**config.mk**
```make
export PLATFORM = sky130hd
export DESIGN_NAME = counter_ctrl
export DESIGN_NICKNAME = d
export VERILOG_FILES = /design/src/rtl/counter_ctrl.sv
export SDC_FILE = /design/constraint.sdc
export NUM_CORES = 1
export LEC_CHECK = 0
export ABC_AREA = 1
export CAP_MARGIN = 20
export CORE_MARGIN = 2
export CORE_UTILIZATION = 41
export DETAILED_ROUTE_END_ITERATION = 7
export PLACE_DENSITY = 0.8
export SETUP_SLACK_MARGIN = 0.3
export SYNTH_ARGS = -nofsm -noshare
export SYNTH_HDL_FRONTEND = slang
export SYNTH_SLANG_ARGS = --single-unit
```
**constraint.sdc**
```tcl
create_clock -name clk -period 1.59 [get_ports clk]
set_clock_uncertainty 0.2 [all_clocks]
set_input_delay 0.159 -clock clk [delete_from_list [all_inputs] [get_ports clk]]
set_output_delay 0.159 -clock clk [all_outputs]
set_load 0.1 [all_outputs]
```
**src/rtl/counter_ctrl.sv**
```systemverilog
// Loadable up/down counter controller with wrap / one-shot modes, a registered
// terminal-count pulse and a sticky overflow flag. Sequenced by an IDLE/RUN/DONE FSM.
module counter_ctrl #(
  parameter int unsigned WIDTH = 4,
  parameter int unsigned MAXV  = 9,
  parameter int unsigned INIT  = 0
) (
  input  logic             clk,
  input  logic             rstb,
  input  logic             en_i,
  input  logic             start_i,
  input  logic             stop_i,
  input  logic             load_i,
  input  logic [WIDTH-1:0] load_val_i,
  input  logic             up_dn_i,
  input  logic             mode_i,
  input  logic             clr_ovf_i,
  output logic [WIDTH-1:0] count_o,
  output logic             tc_o,
  output logic             busy_o,
  output logic             ovf_o
);

  localparam logic [WIDTH-1:0] MaxV  = WIDTH'(MAXV);
  localparam logic [WIDTH-1:0] InitV = WIDTH'(INIT);
  localparam logic [WIDTH-1:0] One   = WIDTH'(1);

  typedef enum logic [1:0] {StIdle, StRun, StDone} state_e;

  state_e           state_q, state_d;
  logic [WIDTH-1:0] count_q, count_d;
  logic             tc_q, tc_d;
  logic             ovf_q, ovf_d;
  logic             at_term;
  logic             wrap;

  // State and datapath registers; async active-low reset.
  always_ff @(posedge clk or negedge rstb) begin
    if (!rstb) begin
      state_q <= StIdle;
      count_q <= InitV;
      tc_q    <= 1'b0;
      ovf_q   <= 1'b0;
    end else begin
      state_q <= state_d;
      count_q <= count_d;
      tc_q    <= tc_d;
      ovf_q   <= ovf_d;
    end
  end

  // Next state / next count, priority load > stop > start > count step.
  always_comb begin
    state_d = state_q;
    count_d = count_q;
    tc_d    = 1'b0;
    wrap    = 1'b0;
    // Terminal depends on the direction requested for this step.
    at_term = up_dn_i ? (count_q == MaxV) : (count_q == '0);

    if (load_i) begin
      count_d = (load_val_i > MaxV) ? MaxV : load_val_i;
    end else if (stop_i) begin
      if (state_q == StRun) begin
        state_d = StIdle;
      end
    end else if (start_i && (state_q != StRun)) begin
      state_d = StRun;
      if (state_q == StDone) begin
        count_d = InitV;
      end
    end else if ((state_q == StRun) && en_i) begin
      if (!at_term) begin
        count_d = up_dn_i ? (count_q + One) : (count_q - One);
      end else if (!mode_i) begin
        count_d = up_dn_i ? '0 : MaxV;
        tc_d    = 1'b1;
        wrap    = 1'b1;
      end else begin
        // One-shot: hold at terminal and finish.
        tc_d    = 1'b1;
        state_d = StDone;
      end
    end
  end

  // Sticky overflow: a wrap in the same cycle beats a clear request.
  always_comb begin
    ovf_d = ovf_q;
    if (wrap) begin
      ovf_d = 1'b1;
    end else if (clr_ovf_i) begin
      ovf_d = 1'b0;
    end
  end

  // Outputs come straight from registers.
  always_comb begin
    count_o = count_q;
    tc_o    = tc_q;
    busy_o  = (state_q == StRun);
    ovf_o   = ovf_q;
  end

endmodule

```
### Nets reached from selected ports, run 1

Scale bar: 10 um.
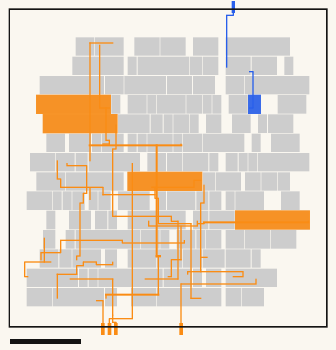
legend:
  blue:
    port: en_i
    bits: 1
    direction: input
    end_cells: 1
    buffers: 1
    wire: 14.7 um
  orange:
    port: count_o
    bits: 4
    direction: output
    end_cells: 4
    buffers: 10
    wire: 347 um
Port Buf Inserts: 19
I/O Pins: 20

### Cell area per tile, run 1

Scale bar: 10 um. The die is cut into 9 by 9 equal tiles; white is low, dark blue is high, 0 to 100% covered.
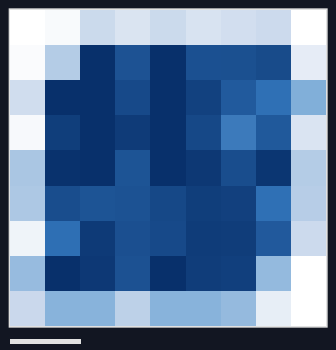
mean over tiles: 63%
tiles over 75% full: 53%
densest ninth of the die: centre
fullest tile: 100%

### Where the registers sit, run 1

Scale bar: 10 um. Other sequential cells in the stronger grey, the rest of the logic in the fainter grey.
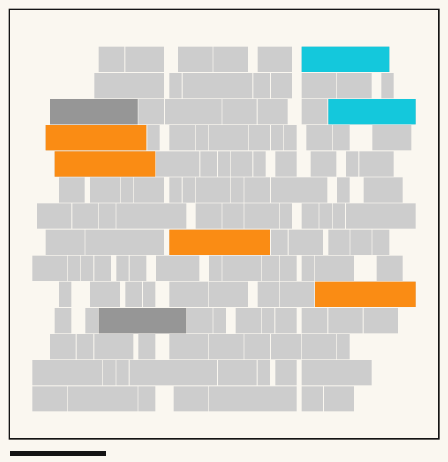
legend:
  orange:
    netlist_name: count_o
    flops: 4
  cyan:
    netlist_name: state_q
    flops: 2
not coloured: 2
post-layout util: 83.25%
Seq power: 0.307 mW
Seq/total area: 16.96%
Seq. cell area: 215.2 sq um

==> qor.txt, run 1 <==
Worst Setup EP: count_o[3]$_DFFE_PN0P_
Die Wd: 44.60 um
global route overflow: 0
fraction of layout cells with a size suffix above 1: 55.64%
Finish-stage setup viols: 1
Worst Path Arrival: 1.55 ns
Peak VDD IR: 1.038 mV
CP max stage delay: 0.51 ns
Slew @ Worst Pin: 0.4106 ns
CTS buffer count: 3
sw frac: 49.09%
XOR Share, Synth: 2.593%
die height: 44.60 um
AO/OA Area Share: 11.67%
Crit Path Class: flop to flop
vias in the first global route: 755
status: finished, violations left
mapped cell area: 675.6 sq um
Clk pin slew, worst setup/hold paths: 0.07 ns
first-pass GRT wire length: 3.408 mm
drt total wl: 2.737 mm
worst r2r path cells: 6
RSZ-0062 raised after global routing: true
Layout Area Growth over Synthesis: 87.78%
Placed Area: 1071 sq um
worst min-delay path class: primary input to asynchronous set/reset pin
Cells after Synth: 94
final instance area: 1269 sq um
fin crit share: 100.2%
Final Hold Vio Count: 5
final non-filler cell total: 149
H-Tree Depth: 1
OpenROAD warnings: 29
DRT iter0 DRCs: 54
Min Hold Slack: -0.01692 ns
GP Congestion: 0.8715
Combinational Power Share: 66.1%
largest net degree at the start of global routing: 9
cts hold-fix bufs: 0
crit-path most repeated cell: nand3_2
syn_area_per_cell: 7.188 sq um
DR pass1 iterations: 4
die area: 1989 sq um
worst path cell trace: ha_4 > or2_4 > nand3_2 > nand3_2 > nand3_2 > nand3_2
RR Endpoint: count_o[3]$_DFFE_PN0P_
# Max-Cap Violations: 0
net count after synthesis: 110
instance count on the critical path: 6
Req. time, crit path: 1.55 ns
area fraction in mux cells: 0%
CP max stage cell: dfrtp_4
Site Rows: 14
Seq/Total Area, Yosys: 29.63%
total power: 1.405 mW
Slew headroom: 72.54%
Global Route Usage Sum: 24.31%
CTS max path bufs: 2
Max FO, Critical Path: 3
distinct lib cells: 24
placed cell count: 138
Clock power frac: 12.1%
switching pwr: 0.6895 mW
yosys cell count: 94
CTS tree: done
vias per inst: 5.852
total power divided by cell area: 1107 nW/um^2
nets: 151
initial antenna violation count: 0
maximum clock rate: 0.6278 GHz
ys flops: 8
Yosys Chip Area: 675.6 sq um
Core Box Area: 1524 sq um
comb area leader: simple AND/OR/NAND/NOR gates
post-route minimum period: 1.593 ns
Sequential Power Share: 21.8%
setup ws final: -0.002974 ns
routed len/inst: 18.37 um
yosys simple share: 41.11%
leakage power: 0.5862 nW
critical path startpoint category: flop
failing checks: hold timing, setup timing
Floorplan Utilization: 44.33%
Late-Pin Clk Latency: 0.27 ns
Antenna Cells: 0
crit end category: flop
detailed-route DRC error count: 0
WP buf/inv: 0
Top Family by Delay on Critical Path: simple AND/OR/NAND/NOR gates
clock sink count: 8
CTS Root Cell: clkbuf_4
max-slew violation count: 0
Adder Area Share: 6.667%
total number of vias: 872
Crit. Startpoint: count_o[2]$_DFFE_PN0P_
internal power: 0.7150 mW
Final HPWL DP: 1.566 mm
setup TNS: -0.002974 ns
reg-to-reg critical path startpoint: count_o[2]$_DFFE_PN0P_
Routed Antenna Nets: 0
flop-to-flop setup slack: -0.003 ns
YS warnings: 0
## run 1: flip-flops by register name, indices dropped and copies added, names as in the netlist
name / count
count_o: 4
state_q: 2
ovf_o: 1
tc_o: 1
## run 1: cells in the final DEF, fill, tap and decap left out, drive strengths merged, types with 2 or more instances in the layout
master	instances
a21oi	4
buf	24
clkbuf	3
clkdlybuf4s50	11
dfrtp	8
ha	2
inv	15
nand2	26
nand3	17
nor2	9
o21ai	6
## run 1: logic make-up (layout without fill, tap and decap cells)
family,after synthesis,count (layout)
AND/OR/NAND/NOR,54,54
AND-OR/OR-AND,12,12
XOR/XNOR,2,2
buffers and inverters,15,54
adder cells (fa/ha/maj),3,3
flip-flops,8,8
## run 1: stage by stage
step | worst slack [ns] | hold WS (ns)
finish | -0.002974 | -0.01692
detailed placement | -0.2327 | 0.2787
floorplan | -0.1050 | -0.3366
global route | -0.04652 | 0.01487
global placement | -0.1876 | 0.2757
CTS | 0.02930 | 0.0005845
## run 1: Yosys cell counts, drive strengths merged
cell type | n | area (sq um)
xnor2 | 1 | 8.760
nand3 | 17 | 90.09
nand2 | 26 | 120.1
or2 | 1 | 6.260
nor3 | 1 | 10.01
a21oi | 4 | 31.28
a21boi | 1 | 7.510
inv | 15 | 56.30
dfrtp | 8 | 200.2
nor2 | 9 | 51.30
o21ai | 6 | 33.78
ha | 2 | 25.02
o22ai | 1 | 6.260
fa | 1 | 20.02
xor2 | 1 | 8.760
## run 1: final cells by class
type                       instances  area, sq um
clock buffer                       3        22.52
fill                              82        255.2
inverter                          15        61.31
multi-input combinational         71        540.5
sequential                         8        215.2
tap                               16        20.02
timing repair buffer              36        409.1
## run 1: layer usage
metal | routed length, um | global-route usage, %
met2 | 1468 | 42.32
met1 | 1000 | 28.57
met4 | 67 | 6.061
met5 | 0 | 0
met3 | 201 | 7.755
## run 1: power by group through the flow
| stage | logic (mW) | registers, mW | clock network [mW] |
|---|---|---|---|
| after floorplan | 0.319 | 0.452 | 0 |
| after global placement | 0.745 | 0.294 | 0 |
| after detailed placement | 0.759 | 0.296 | 0 |
| after CTS | 0.791 | 0.300 | 0.163 |
| after global routing | 0.969 | 0.310 | 0.178 |
| final | 0.929 | 0.307 | 0.169 |
## run 1: what timing repair did
action	in CTS	in global routing
pin swaps	2	5
cloned	0	0
setup buffers	1	7
resized	13	17
endpoints found under the setup margin	13	13
## run 1: worst min-delay path by stage
stage	start	end	slack, ns	depth (start not counted)
floorplan	rstb	ovf_o$_DFFE_PN0P_	-0.34	0
global placement	rstb	state_q[1]$_DFFE_PN0P_	0.28	1
detailed placement	rstb	state_q[0]$_DFFE_PN0P_	0.28	1
CTS	rstb	state_q[0]$_DFFE_PN0P_	0.0006	1
global route	rstb	state_q[1]$_DFFE_PN0P_	0.01	1
finish	rstb	state_q[0]$_DFFE_PN0P_	-0.02	1
### Placed standard cells, run 1

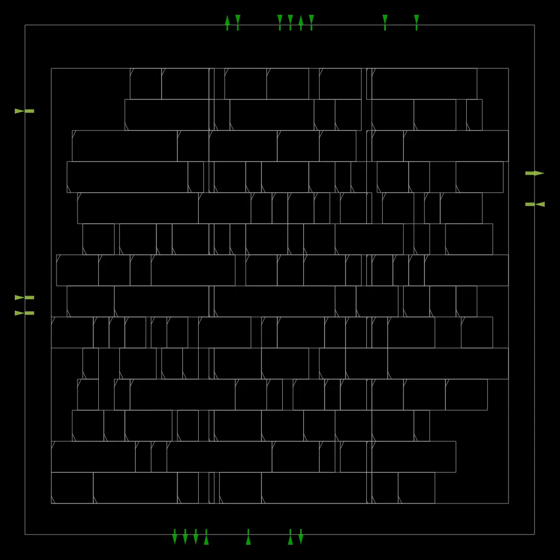

--- run 2 (diff from run 1) ---
- GPL_TIMING_DRIVEN: not set -> 0
- PLACE_DENSITY: 0.8 -> 0.74
- SKIP_CTS_REPAIR_TIMING: not set -> 1
### Placed standard cells, run 2

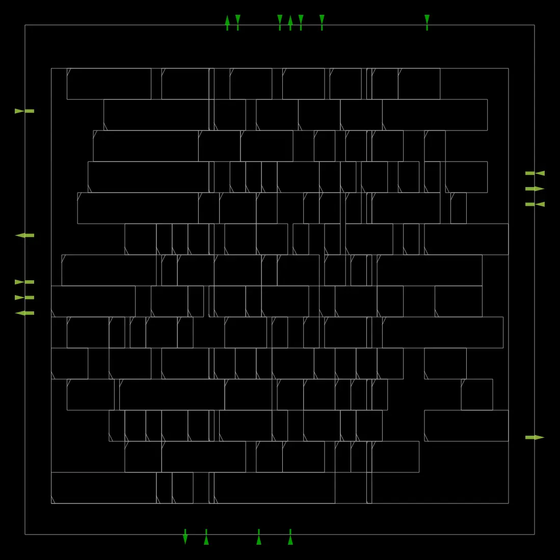
post-layout util: 74.14%
Site Rows: 14
flip-flops: 8

### Cell area per tile, run 2

Scale bar: 10 um. The die is cut into 9 by 9 equal tiles; white is low, dark blue is high, 0 to 100% covered.
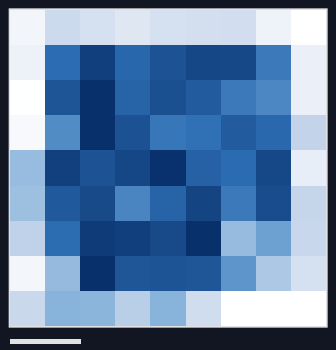
tiles over 75% full: 44%
mean over tiles: 56%
fullest tile: 100%
emptiest ninth of the die: south-east
densest ninth of the die: centre

==> qor.txt, run 2 <==
status: finished, violations left
failing checks: hold timing, setup timing
maximum clock rate: 0.6231 GHz (-0.75%)
dominant logic cell types in the final layout: 17 x nand2_1, 11 x nand3_1, 11 x clkdlybuf4s50_1
worst r2r path cells: 8 (+2)
drt total wl: 2.015 mm (-26%)
global route overflow: 0 (unchanged)
Slew @ Worst Pin: 0.3811 ns (-0.02956 ns)
Cells after Synth: 94 (unchanged)
# Max-Cap Violations: 0 (unchanged)
yosys cell count: 94 (unchanged)
largest area contributor in the synthesized netlist: dfrtp_1
Combinational Power Share: 62.9% (-3.2 points)
EDFF count, synth: 0 (unchanged)
largest net degree at the start of global routing: 9 (unchanged)
nets: 141 (-6.6%)
fin crit share: 100.9% (+0.76 points)
RSZ-0062 raised after global routing: true
RR Endpoint: state_q[0]$_DFFE_PN0P_
Largest register FFs: 4 (unchanged)
Slew headroom: 74.52% (+2.0 points)
Crit. Startpoint: count_o[3]$_DFFE_PN0P_
leakage power: 0.5212 nW (-11%)
Peak VDD IR: 0.7541 mV (-27%)
Floorplan Utilization: 44.33% (unchanged)
Worst Path Arrival: 1.55 ns (about the same)
Crit Path Class: flop to flop
vias per inst: 5.432 (-7.2%)
Antenna Cells: 0 (unchanged)
top cell type by instance count after synthesis: nand2_1
reg-to-reg critical path startpoint: count_o[3]$_DFFE_PN0P_
H-Tree Depth: 1 (unchanged)
Top Family by Delay on Critical Path: simple AND/OR/NAND/NOR gates
die height: 44.60 um (unchanged)
DRT iter0 DRCs: 15 (-72%)
Min Hold Slack: -0.02568 ns (-0.008766 ns)
syn_area_per_cell: 7.188 sq um (unchanged)
ys flops: 8 (unchanged)
I/O Pins: 20 (unchanged)
Req. time, crit path: 1.54 ns (about the same)
critical path startpoint category: flop
CP max stage cell: dfrtp_4
clock sink count: 8 (unchanged)
CTS max path bufs: 2 (unchanged)
GP Congestion: 0.7408 (-15%)
detailed-route DRC error count: 0 (unchanged)
setup ws final: -0.01500 ns (-0.01203 ns)
post-route minimum period: 1.605 ns (+0.01203 ns)
dpl ws: -0.4567 ns (-0.2241 ns)
mapped cell area: 675.6 sq um (unchanged)
initial antenna violation count: 0 (unchanged)
Port Buf Inserts: 19 (unchanged)
Final Hold Vio Count: 8 (+3)
worst min-delay path class: primary input to asynchronous set/reset pin
Seq/Total Area, Yosys: 29.63% (unchanged)
DR pass1 iterations: 4 (unchanged)
flop-to-flop setup slack: -0.02 ns (about the same)
Layout Area Growth over Synthesis: 67.22%
Sequential Power Share: 23.7% (+1.9 points)
YS warnings: 0 (unchanged)
first-pass GRT wire length: 2.691 mm (-21%)
internal power: 0.6664 mW (-6.8%)
Late-Pin Clk Latency: 0.27 ns (about the same)
Clk pin slew, worst setup/hold paths: 0.07 ns (about the same)
OpenROAD warnings: 28 (-3.4%)
Clock power frac: 13.4% (+1.3 points)
main flop type: dfrtp_1
Finish-stage setup viols: 2 (+1)
Yosys Chip Area: 675.6 sq um (unchanged)
CTS buffer count: 3 (unchanged)
max-slew violation count: 0 (unchanged)
Global Route Usage Sum: 18.97% (-5.3 points)
Routed Antenna Nets: 0 (unchanged)
crit-path most repeated cell: nand2_1
setup TNS: -0.02824 ns (-0.02527 ns)
Die Wd: 44.60 um (unchanged)
switching pwr: 0.6347 mW (-8.0%)
CP max stage delay: 0.52 ns (about the same)
Top cell excl fill/tap: nand2_1
total power: 1.301 mW (-7.4%)
top post-synthesis cells by count: 21 x nand2_1, 16 x nand3_1, 9 x inv_1
crit end category: flop
top cells, area: dfrtp_1 30%, nand3_1 12%, nand2_1 12%
async set or reset register ratio after synthesis: 100.0% (unchanged)
Yosys top cell area share: 29.63% (unchanged)
sw frac: 48.78% (-0.31 points)
CTS tree: done
distinct lib cells: 24 (unchanged)
routed len/inst: 14.50 um (-21%)
die area: 1989 sq um (unchanged)
Final HPWL DP: 1.278 mm (-18%)
WP buf/inv: 0 (unchanged)
total power divided by cell area: 1152 nW/um^2 (+4.0%)
Max FO, Critical Path: 6 (+3)
fraction of layout cells with a size suffix above 1: 46.34% (-9.3 points)
vias in the first global route: 637 (-16%)
CTS Root Cell: clkbuf_4
net count after synthesis: 110 (unchanged)
worst path cell trace: nor2_4 > nand2_1 > nand2_1 > nand2_2 > nor2_4 > nand3_2 > nand3_2 > nand2_1
Core Box Area: 1524 sq um (unchanged)
total number of vias: 755 (-13%)
### Where the registers sit, run 2

Scale bar: 10 um. Other sequential cells in the stronger grey, the rest of the logic in the fainter grey.
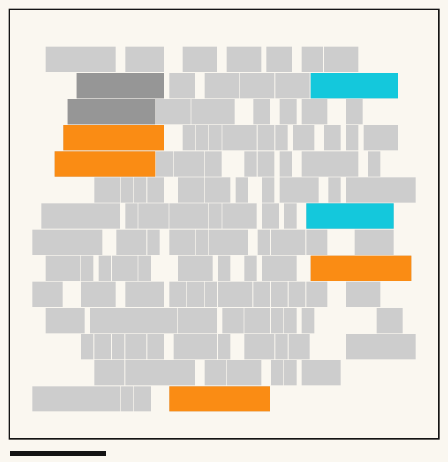
legend:
  orange:
    netlist_name: count_o
    flops: 4
  cyan:
    netlist_name: state_q
    flops: 2
Seq power: 0.308 mW
Seq/total area: 19.05%

## run 2: netlist changes by cell type in the layout (fill, tap and decap cells not counted), sizes merged
cell	previous run	this run
buf	24	13
clkbuf	3	4
## run 2: metal layers
metal	track usage [%]	wire, um	vias up
met3	4.898	81	6
met4	7.273	55	0
met5	0	0	-
met1	23.23	837	363
li1	-	-	365
met2	31.59	1041	21
## run 2: power by group through the flow
stage,Clock (mW),Sequential [mW],Combinational (mW)
finish,0.174,0.308,0.819
global placement,0,0.304,0.613
floorplan,0,0.452,0.319
global route,0.180,0.312,0.876
detailed placement,0,0.305,0.619
CTS,0.177,0.301,0.622
## run 2: how the worst max path moves through the flow
stage / end / slack [ns] / cells past startpoint
6_report: state_q[0]$_DFFE_PN0P_ / -0.02 / 8
5_1_grt: state_q[0]$_DFFE_PN0P_ / -0.09 / 8
2_1_floorplan: count_o[3]$_DFFE_PN0P_ / -0.11 / 7
3_5_place_dp: count_o[3]$_DFFE_PN0P_ / -0.46 / 10
3_3_place_gp: busy_o / -0.43 / 3
4_1_cts: busy_o / -0.74 / 3
## run 2: logic make-up (layout without fill, tap and decap cells)
logic type	count (synthesis)	after routing	share of synthesized area (%)
and+or+nand+nor	54	54	41.11
adders and majority gates	3	3	6.666
xor gates and xnor gates	2	2	2.593
DFF	8	8	29.63
AOI/OAI and AO/OA	12	12	11.67
buffers and inverters	15	44	8.333
## run 2: cell type report
cell class | count | area [sq um]
inverter | 15 | 61.31
timing repair buffer | 26 | 301.5
fill | 111 | 394.1
multi-input combinational | 71 | 509.2
clock buffer | 3 | 22.52
sequential | 8 | 215.2
tap | 16 | 20.02
## run 2: stage by stage
step,area [sq um],std cells
global placement,933.4,129
detailed placement,933.4,129
finish,1130,139
global route,1130,139
CTS,955.9,132
floorplan,723.2,94
### Nets reached from selected ports, run 2

Scale bar: 10 um.
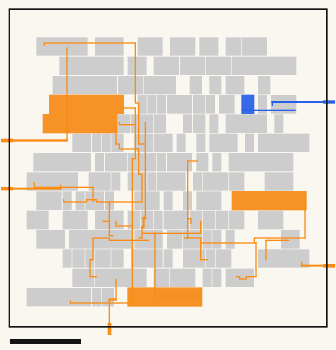

--- run 3 (diff from run 2) ---
- ABC_AREA: 1 -> not set
- CORE_UTILIZATION: 41 -> 39
- PLACE_DENSITY: 0.74 -> 0.72
### Nets reached from selected ports, run 3

Scale bar: 10 um.
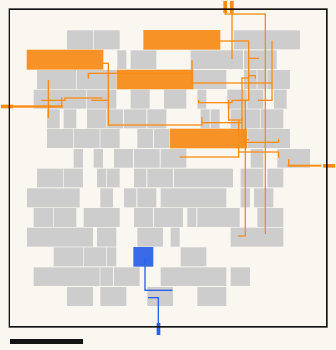
legend:
  blue:
    port: en_i
    bits: 1
    direction: input
    end_cells: 1
    buffers: 1
    wire: 13.1 um
  orange:
    port: count_o
    bits: 4
    direction: output
    end_cells: 4
    buffers: 5
    wire: 223 um

### Placed standard cells, run 3

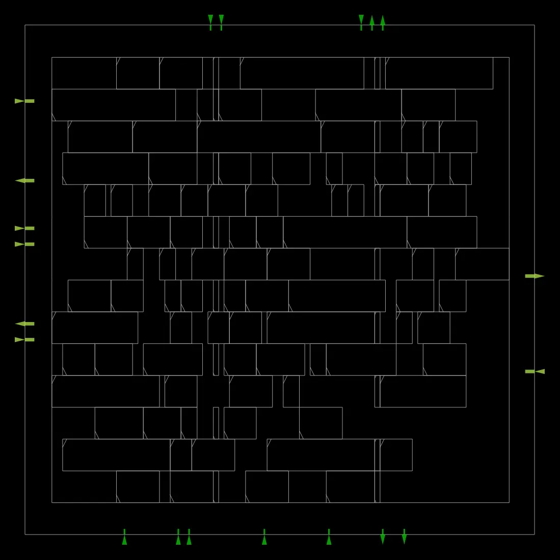
fill cell count: 121
post-layout util: 66.22%
final non-filler cell total: 107
Seq/total area: 21.83%

### Supply network, run 3

Scale bar: 10 um. Pins as bars on the die edge. Tap cells in grey.
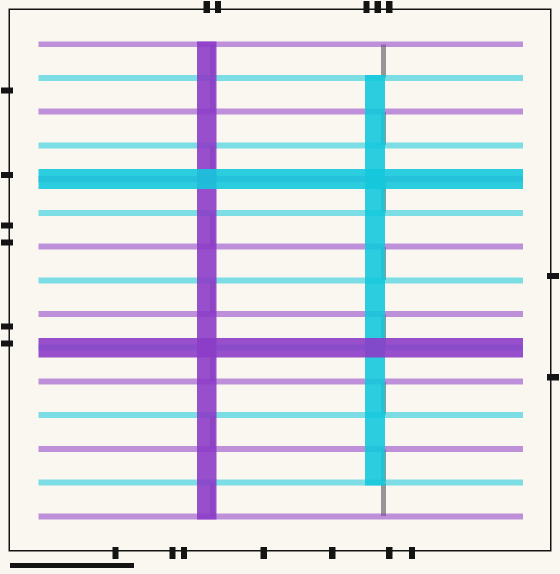
legend:
  cyan:
    net: VDD
  purple:
    net: VSS
met1 rails: 15
met4 straps: 2

==> qor.txt, run 3 <==
setup ws final: -0.3300 ns (-0.3150 ns)
Slew @ Worst Pin: 0.9591 ns (+0.5780 ns)
OpenROAD warnings: 28 (unchanged)
top post-synthesis cells by count: 8 x dfrtp_1, 7 x inv_1, 4 x a21oi_1, 4 x o21ai_0, 3 x nor2_1
total power divided by cell area: 1608 nW/um^2 (+40%)
Clk pin slew, worst setup/hold paths: 0.06 ns (about the same)
Slew headroom: 35.95% (-39 points)
Top cell excl fill/tap: clkdlybuf4s50_1
vias per inst: 5.551 (+2.2%)
Min Hold Slack: -0.01376 ns (+0.01192 ns)
routed len/inst: 15.36 um (+5.9%)
Floorplan Utilization: 41.01% (-3.3 points)
Late-Pin Clk Latency: 0.26 ns (about the same)
Crit. Startpoint: count_o[3]$_DFFE_PN0P_
DR pass1 iterations: 4 (unchanged)
worst min-delay path class: primary input to asynchronous set/reset pin
die area: 1898 sq um (-4.6%)
Final HPWL DP: 1.122 mm (-12%)
ys flops: 8 (unchanged)
crit end category: flop
fin crit share: 120.8% (+20 points)
Worst Path Arrival: 1.89 ns (+0.34 ns)
Cells after Synth: 63 (-33%)
dominant logic cell types in the final layout: 11 x clkdlybuf4s50_1, 5 x buf_4
GP Congestion: 0.8082 (+9.1%)
RR Endpoint: count_o[1]$_DFFE_PN0P_
Peak VDD IR: 0.9726 mV (+29%)
critical path startpoint category: flop
distinct lib cells: 37 (+54%)
setup TNS: -2.121 ns (-2.093 ns)
Antenna Cells: 0 (unchanged)
status: finished, violations left
CTS buffer count: 3 (unchanged)
Site Rows: 14 (unchanged)
largest area contributor in the synthesized netlist: dfrtp_1
DRT iter0 DRCs: 16 (+1)
first-pass GRT wire length: 2.421 mm (-10%)
initial antenna violation count: 0 (unchanged)
YS warnings: 0 (unchanged)
syn_area_per_cell: 9.692 sq um (+35%)
failing checks: hold timing, setup timing
Core Box Area: 1489 sq um (-2.3%)
Yosys top cell area share: 32.79% (+3.2 points)
dpl ws: -0.6143 ns (-0.1576 ns)
CTS Root Cell: clkbuf_4
Seq/Total Area, Yosys: 32.79% (+3.2 points)
reg-to-reg critical path startpoint: count_o[3]$_DFFE_PN0P_
async set or reset register ratio after synthesis: 100.0% (unchanged)
detailed-route DRC error count: 0 (unchanged)
global route overflow: 0 (unchanged)
H-Tree Depth: 1 (unchanged)
die height: 43.57 um (-2.3%)
net count after synthesis: 79 (-28%)
total number of vias: 594 (-21%)
Final Hold Vio Count: 8 (unchanged)
Port Buf Inserts: 19 (unchanged)
Largest register FFs: 4 (unchanged)
flop-to-flop setup slack: -0.33 ns (-0.31 ns)
largest net degree at the start of global routing: 11 (+2)
RSZ-0062 raised after global routing: true
I/O Pins: 20 (unchanged)
Max FO, Critical Path: 5 (-1)
post-route minimum period: 1.920 ns (+0.3150 ns)
top cells, area: dfrtp_1 33%, mux2_4 4.9%, inv_1 4.3%
nets: 108 (-23%)
main flop type: dfrtp_1
maximum clock rate: 0.5208 GHz (-16%)
Global Route Usage Sum: 17.14% (-1.8 points)
yosys cell count: 63 (-33%)
# Max-Cap Violations: 0 (unchanged)
worst r2r path cells: 5 (-3)
Die Wd: 43.57 um (-2.3%)
max-slew violation count: 0 (unchanged)
CTS max path bufs: 2 (unchanged)
EDFF count, synth: 0 (unchanged)
Crit Path Class: flop to flop
Yosys Chip Area: 610.6 sq um (-9.6%)
total power: 1.585 mW (+22%)
fraction of layout cells with a size suffix above 1: 39.56% (-6.8 points)
clock sink count: 8 (unchanged)
Routed Antenna Nets: 0 (unchanged)
leakage power: 0.4168 nW (-20%)
mapped cell area: 610.6 sq um (-9.6%)
CTS tree: done
Layout Area Growth over Synthesis: 61.48%
top cell type by instance count after synthesis: dfrtp_1
Req. time, crit path: 1.56 ns (+0.02 ns)
drt total wl: 1.643 mm (-18%)
vias in the first global route: 569 (-11%)
Finish-stage setup viols: 9 (+7)
==> run 3: cell types whose count changed after synthesis, sizes merged, moves of 2 or more <==
cell,previous run,this run
inv,15,7
mux2,0,3
nor2,9,3
nand2,26,2
nand3b,0,2
and3,0,2
o22a,0,2
nand3,17,2
==> run 3: metal layers <==
layer  routed length (um)  GRT usage [%]
met1                  714          23.10
met2                  856          27.06
met3                   63          2.917
met4                    9          7.273
met5                    0              0
==> run 3: worst max-delay path by stage <==
stage	endpoint	slack, ns	cells after the start
after floorplan	count_o[2]$_DFFE_PN0P_	-0.38	5
final	count_o[1]$_DFFE_PN0P_	-0.33	5
after global routing	count_o[1]$_DFFE_PN0P_	-0.39	5
after global placement	count_o[3]$_DFFE_PN0P_	-0.59	7
after detailed placement	count_o[3]$_DFFE_PN0P_	-0.61	7
after CTS	busy_o	-0.80	3
==> run 3: worst max-delay path, cell delays in order, from the launching register on <==
cell and delay (ns):
dfrtp_4 0.51, and3_4 0.20, o211ai_1 0.31, o22a_2 0.26
buf_4 0.12, mux2i_1 0.22
==> run 3: logic make-up (layout without fill, tap and decap cells) <==
kind of cell / Yosys count / count (layout) / synth area share [%]
and+or+nand+nor: 18 / 18 / 19.06
buffers and inverters: 8 / 36 / 4.918
DFF: 8 / 8 / 32.79
AOI/OAI and AO/OA: 20 / 20 / 24.59
adders and majority gates: 3 / 3 / 7.377
muxes: 4 / 4 / 8.402
xor gates and xnor gates: 2 / 2 / 2.869
==> run 3: cell type report <==
cell class / count / area [sq um] / area share (%)
Tap cell: 16 / 20.02 / 2.030
Clock buffer: 4 / 26.28 / 2.665
Inverter: 7 / 30.03 / 3.046
Timing Repair Buffer: 24 / 275.3 / 27.92
Sequential cell: 8 / 215.2 / 21.83
Multi-Input combinational cell: 47 / 415.4 / 42.13
Buffer: 1 / 3.754 / 0.3807
==> run 3: power by group <==
| part | switching (mW) | leakage, nW | internal, mW |
|---|---|---|---|
| Sequential | 0.0985 | 0.0985 | 0.275 |
| Clock | 0.0774 | 0.0150 | 0.0964 |
| Combinational | 0.606 | 0.303 | 0.432 |
| Total | 0.782 | 0.417 | 0.803 |
==> run 3: through the flow <==
stage | util (%) | instances | instance area (sq um)
after floorplan | - | 63 | 655.6
final | 66.22 | 107 | 985.9
after global placement | 58.15 | 98 | 865.8
after CTS | 59.92 | 102 | 892.1
after global routing | 66.22 | 107 | 985.9
after detailed placement | 58.15 | 98 | 865.8
No activity file was given, so power comes from the tool's default toggle rates.
